File: config.mk
export PLATFORM = sky130hd
export DESIGN_NAME = dpram_port_master
export DESIGN_NICKNAME = d
export VERILOG_FILES = /design/src/rtl/dpram_pkg.sv /design/src/rtl/dpram_rsp_fifo.sv /design/src/rtl/dpram_port_master.sv
export SDC_FILE = /design/constraint.sdc
export NUM_CORES = 1
export LEC_CHECK = 0
export CAP_MARGIN = 20
export CORE_MARGIN = 2
export CORE_UTILIZATION = 47
export CTS_BUF_LIST = sky130_fd_sc_hd__clkbuf_16
export CTS_CLUSTER_DIAMETER = 200
export CTS_CLUSTER_SIZE = 20
export DETAILED_ROUTE_END_ITERATION = 8
export HOLD_SLACK_MARGIN = 0.08
export PLACE_DENSITY = 0.89
export SYNTH_ARGS = -nofsm -noshare
export SYNTH_HDL_FRONTEND = slang
export SYNTH_SLANG_ARGS = --single-unit
File: constraint.sdc
create_clock -name clk -period 2.6 [get_ports clk]
set_input_delay 0.78 -clock clk [delete_from_list [all_inputs] [get_ports clk]]
set_output_delay 0.78 -clock clk [all_outputs]
set_load 0.01 [all_outputs]
File: src/rtl/dpram_pkg.sv
// rtl/dpram_pkg.sv - shared types and default sizes for the dual-port RAM initiator
package dpram_pkg;

    typedef enum logic [0:0] {
        IDLE = 1'b0,
        FILL = 1'b1
    } state_e;

    localparam int RAM_WIDTH_DEF = 8;
    localparam int ADDR_SIZE_DEF = 8;
    localparam int RSP_DEPTH     = 2;

endpackage

File: src/rtl/dpram_rsp_fifo.sv
// rtl/dpram_rsp_fifo.sv - 2-entry synchronous read-response FIFO
module dpram_rsp_fifo #(
    parameter int WIDTH = 8
) (
    input  logic             clk_i,
    input  logic             rst_i,
    input  logic             push_i,
    input  logic [WIDTH-1:0] push_data_i,
    input  logic             pop_i,
    output logic             full_o,
    output logic             empty_o,
    output logic [WIDTH-1:0] data_o
);

    logic [WIDTH-1:0] mem_q [2];
    logic             wr_ptr_q;
    logic             rd_ptr_q;
    logic [1:0]       count_q;

    assign full_o  = (count_q == 2'd2);
    assign empty_o = (count_q == 2'd0);
    assign data_o  = mem_q[rd_ptr_q];

    // Storage and pointers; a push into the slot being popped is safe because the head is read before the edge
    always_ff @(posedge clk_i) begin
        if (rst_i) begin
            mem_q[0] <= '0;
            mem_q[1] <= '0;
            wr_ptr_q <= 1'b0;
            rd_ptr_q <= 1'b0;
            count_q  <= 2'd0;
        end else begin
            if (push_i) begin
                mem_q[wr_ptr_q] <= push_data_i;
                wr_ptr_q        <= !wr_ptr_q;
            end
            if (pop_i) begin
                rd_ptr_q <= !rd_ptr_q;
            end
            count_q <= count_q + {1'b0, push_i} - {1'b0, pop_i};
        end
    end

endmodule

File: src/rtl/dpram_port_master.sv
// rtl/dpram_port_master.sv - valid/ready initiator and fill engine for the dual-port RAM (optional ACCESS_CNT_EN counters)
module dpram_port_master
    import dpram_pkg::*;
#(
    parameter int RAM_WIDTH = RAM_WIDTH_DEF,
    parameter int ADDR_SIZE = ADDR_SIZE_DEF,
    parameter int RAM_DEPTH = 2 ** ADDR_SIZE,
    parameter int RSP_DEPTH = dpram_pkg::RSP_DEPTH
) (
    input  logic                 clk,
    input  logic                 rst,
    input  logic                 wr_req_valid,
    output logic                 wr_req_ready,
    input  logic [ADDR_SIZE-1:0] wr_req_addr,
    input  logic [RAM_WIDTH-1:0] wr_req_data,
    input  logic                 rd_req_valid,
    output logic                 rd_req_ready,
    input  logic [ADDR_SIZE-1:0] rd_req_addr,
    output logic                 rd_rsp_valid,
    input  logic                 rd_rsp_ready,
    output logic [RAM_WIDTH-1:0] rd_rsp_data,
    input  logic                 fill_start,
    input  logic [RAM_WIDTH-1:0] fill_value,
    output logic                 fill_busy,
    output logic                 fill_done,
`ifdef ACCESS_CNT_EN
    output logic [15:0]          wr_count,
    output logic [15:0]          rd_count,
`endif
    output logic                 ram_wr_en,
    output logic [ADDR_SIZE-1:0] ram_wr_addr,
    output logic [RAM_WIDTH-1:0] ram_data_in,
    output logic                 ram_rd_en,
    output logic [ADDR_SIZE-1:0] ram_rd_addr,
    input  logic [RAM_WIDTH-1:0] ram_data_out
);

    // One extra bit so the terminal count RAM_DEPTH is distinct from address 0
    localparam int CNT_W = ADDR_SIZE + 1;

    state_e               state_q;
    logic [CNT_W-1:0]     fill_cnt_q;
    logic [RAM_WIDTH-1:0] fill_val_q;
    logic                 fill_done_q;
    logic                 ram_wr_en_q;
    logic [ADDR_SIZE-1:0] ram_wr_addr_q;
    logic [RAM_WIDTH-1:0] ram_data_in_q;
    logic                 ram_rd_en_q;
    logic [ADDR_SIZE-1:0] ram_rd_addr_q;

    logic                 accept_ok;
    logic                 wr_fire;
    logic                 rd_fire;
    logic                 rsp_pop;
    logic                 fifo_full;
    logic                 fifo_empty;
    logic [2:0]           credits_used;

    // Host traffic is only taken while idle and not on the cycle a fill is launched
    assign accept_ok    = !rst && (state_q == IDLE) && !fill_start;
    assign rsp_pop      = !fifo_empty && rd_rsp_ready;
    // Buffered plus in-flight responses, less the one leaving this cycle
    assign credits_used = (fifo_full ? 3'd2 : (fifo_empty ? 3'd0 : 3'd1))
                        + {2'b00, ram_rd_en_q} - {2'b00, rsp_pop};
    assign wr_req_ready = accept_ok;
    assign rd_req_ready = accept_ok && (credits_used < 3'(RSP_DEPTH));
    assign wr_fire      = wr_req_valid && wr_req_ready;
    assign rd_fire      = rd_req_valid && rd_req_ready;

    assign fill_busy    = (state_q == FILL);
    assign fill_done    = fill_done_q;
    assign ram_wr_en    = ram_wr_en_q;
    assign ram_wr_addr  = ram_wr_addr_q;
    assign ram_data_in  = ram_data_in_q;
    assign ram_rd_en    = ram_rd_en_q;
    assign ram_rd_addr  = ram_rd_addr_q;
    assign rd_rsp_valid = !fifo_empty;

    // Fill sequencing and write-strobe generation; host writes pass through when idle
    always_ff @(posedge clk) begin
        if (rst) begin
            state_q       <= IDLE;
            fill_cnt_q    <= '0;
            fill_val_q    <= '0;
            fill_done_q   <= 1'b0;
            ram_wr_en_q   <= 1'b0;
            ram_wr_addr_q <= '0;
            ram_data_in_q <= '0;
        end else begin
            fill_done_q <= 1'b0;
            case (state_q)
                IDLE: begin
                    if (fill_start) begin
                        state_q       <= FILL;
                        fill_val_q    <= fill_value;
                        fill_cnt_q    <= CNT_W'(1);
                        ram_wr_en_q   <= 1'b1;
                        ram_wr_addr_q <= '0;
                        ram_data_in_q <= fill_value;
                    end else begin
                        ram_wr_en_q <= wr_fire;
                        if (wr_fire) begin
                            ram_wr_addr_q <= wr_req_addr;
                            ram_data_in_q <= wr_req_data;
                        end
                    end
                end
                FILL: begin
                    if (fill_cnt_q == CNT_W'(RAM_DEPTH)) begin
                        state_q     <= IDLE;
                        fill_cnt_q  <= '0;
                        ram_wr_en_q <= 1'b0;
                        fill_done_q <= 1'b1;
                    end else begin
                        ram_wr_en_q   <= 1'b1;
                        ram_wr_addr_q <= fill_cnt_q[ADDR_SIZE-1:0];
                        ram_data_in_q <= fill_val_q;
                        fill_cnt_q    <= fill_cnt_q + CNT_W'(1);
                    end
                end
                default: state_q <= IDLE;
            endcase
        end
    end

    // Read strobe lasts exactly one cycle per accepted request
    always_ff @(posedge clk) begin
        if (rst) begin
            ram_rd_en_q   <= 1'b0;
            ram_rd_addr_q <= '0;
        end else begin
            ram_rd_en_q <= rd_fire;
            if (rd_fire) begin
                ram_rd_addr_q <= rd_req_addr;
            end
        end
    end

    dpram_rsp_fifo #(
        .WIDTH(RAM_WIDTH)
    ) u_rsp_fifo (
        .clk_i      (clk),
        .rst_i      (rst),
        .push_i     (ram_rd_en_q),
        .push_data_i(ram_data_out),
        .pop_i      (rsp_pop),
        .full_o     (fifo_full),
        .empty_o    (fifo_empty),
        .data_o     (rd_rsp_data)
    );

`ifdef ACCESS_CNT_EN
    logic [15:0] wr_count_q;
    logic [15:0] rd_count_q;

    assign wr_count = wr_count_q;
    assign rd_count = rd_count_q;

    // Saturating host-write and response-pop counters
    always_ff @(posedge clk) begin
        if (rst) begin
            wr_count_q <= '0;
            rd_count_q <= '0;
        end else begin
            if (wr_fire && (wr_count_q != 16'hFFFF)) begin
                wr_count_q <= wr_count_q + 16'd1;
            end
            if (rsp_pop && (rd_count_q != 16'hFFFF)) begin
                rd_count_q <= rd_count_q + 16'd1;
            end
        end
    end
`endif

endmodule

==> out/results.tsv <==
metric	value	unit
worst reg2reg path endpoint	fill_cnt_q[6]$_SDFFE_PP0P_	
Final Hold Violating Endpoints	0	
Cells after Synth	283	
post-synthesis sequential area ratio	49.8	%
Antenna Nets Post-Route	0	
DR WL met3	426	µm
Logic pwr share	13.3	%
xor+xnor area frac	1.47	%
final wirelength	6850	µm
status	finished clean	
PwrDens	630	mW/mm²
Non-clk invs	5	
GR Util met2	33.7	%
Synth cell types	40	
Hold Crit Endpoint	fill_val_q[7]$_SDFFE_PP0P_	
Post-Syn Area	0.00297	mm²
Critical path buffers and inverters	2	
adder share	1.26	%
OpenROAD warning count	27	
CP Depth	5	
iteration-0 DRC count of the detailed router	92	
die x size	83.5	µm
DP HPWL	4760	µm
ao+oa area frac	10.8	%
endpoints failing setup	0	
flop share of the area	35.0	%
final setup margin	0.0718	ns
IO Pins	85	
Post-route DRC	0	
CP Max Fanout	2	
Warnings, synthesis	0	
==> images/placed.png <==
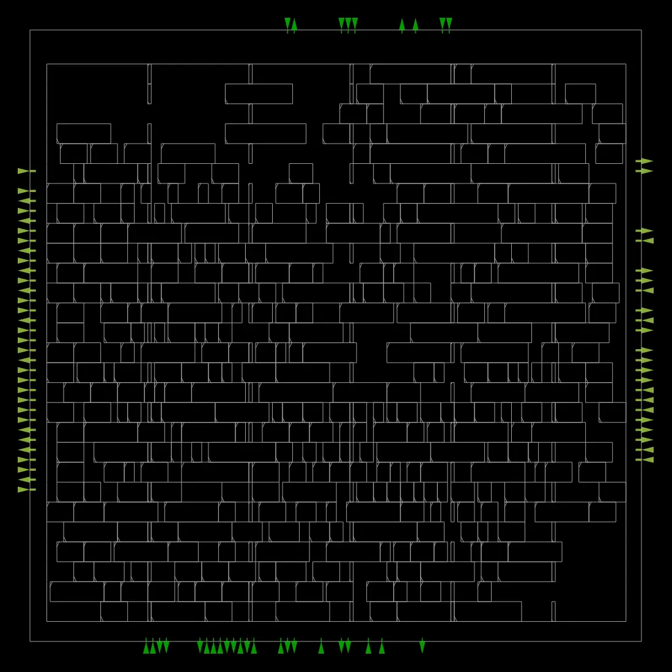
Flop Count: 66
Final Non-Filler Cells: 457

==> images/ff_map.png <==
Other sequential cells in the stronger gray, the rest of the logic in the fainter gray.
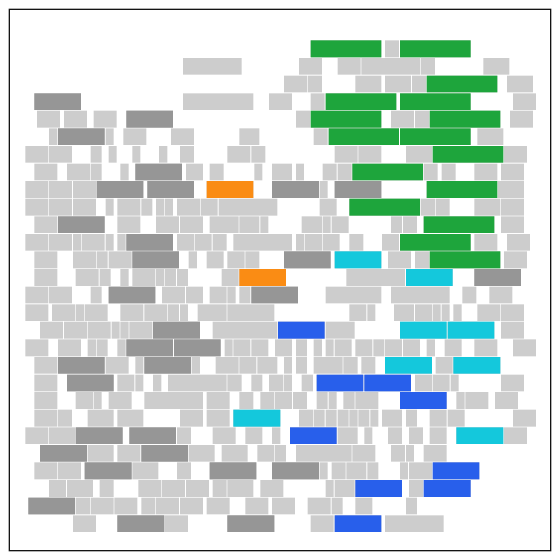
[blue] fill_cnt_q | flops: 9
[green] u_rsp_fifo.mem_q | flops: 16 | where: north-east
[cyan] ram_wr_addr | flops: 8
[orange] u_rsp_fifo.count_q | flops: 2

No activity file was given, so power comes from the tool's default toggle rates.
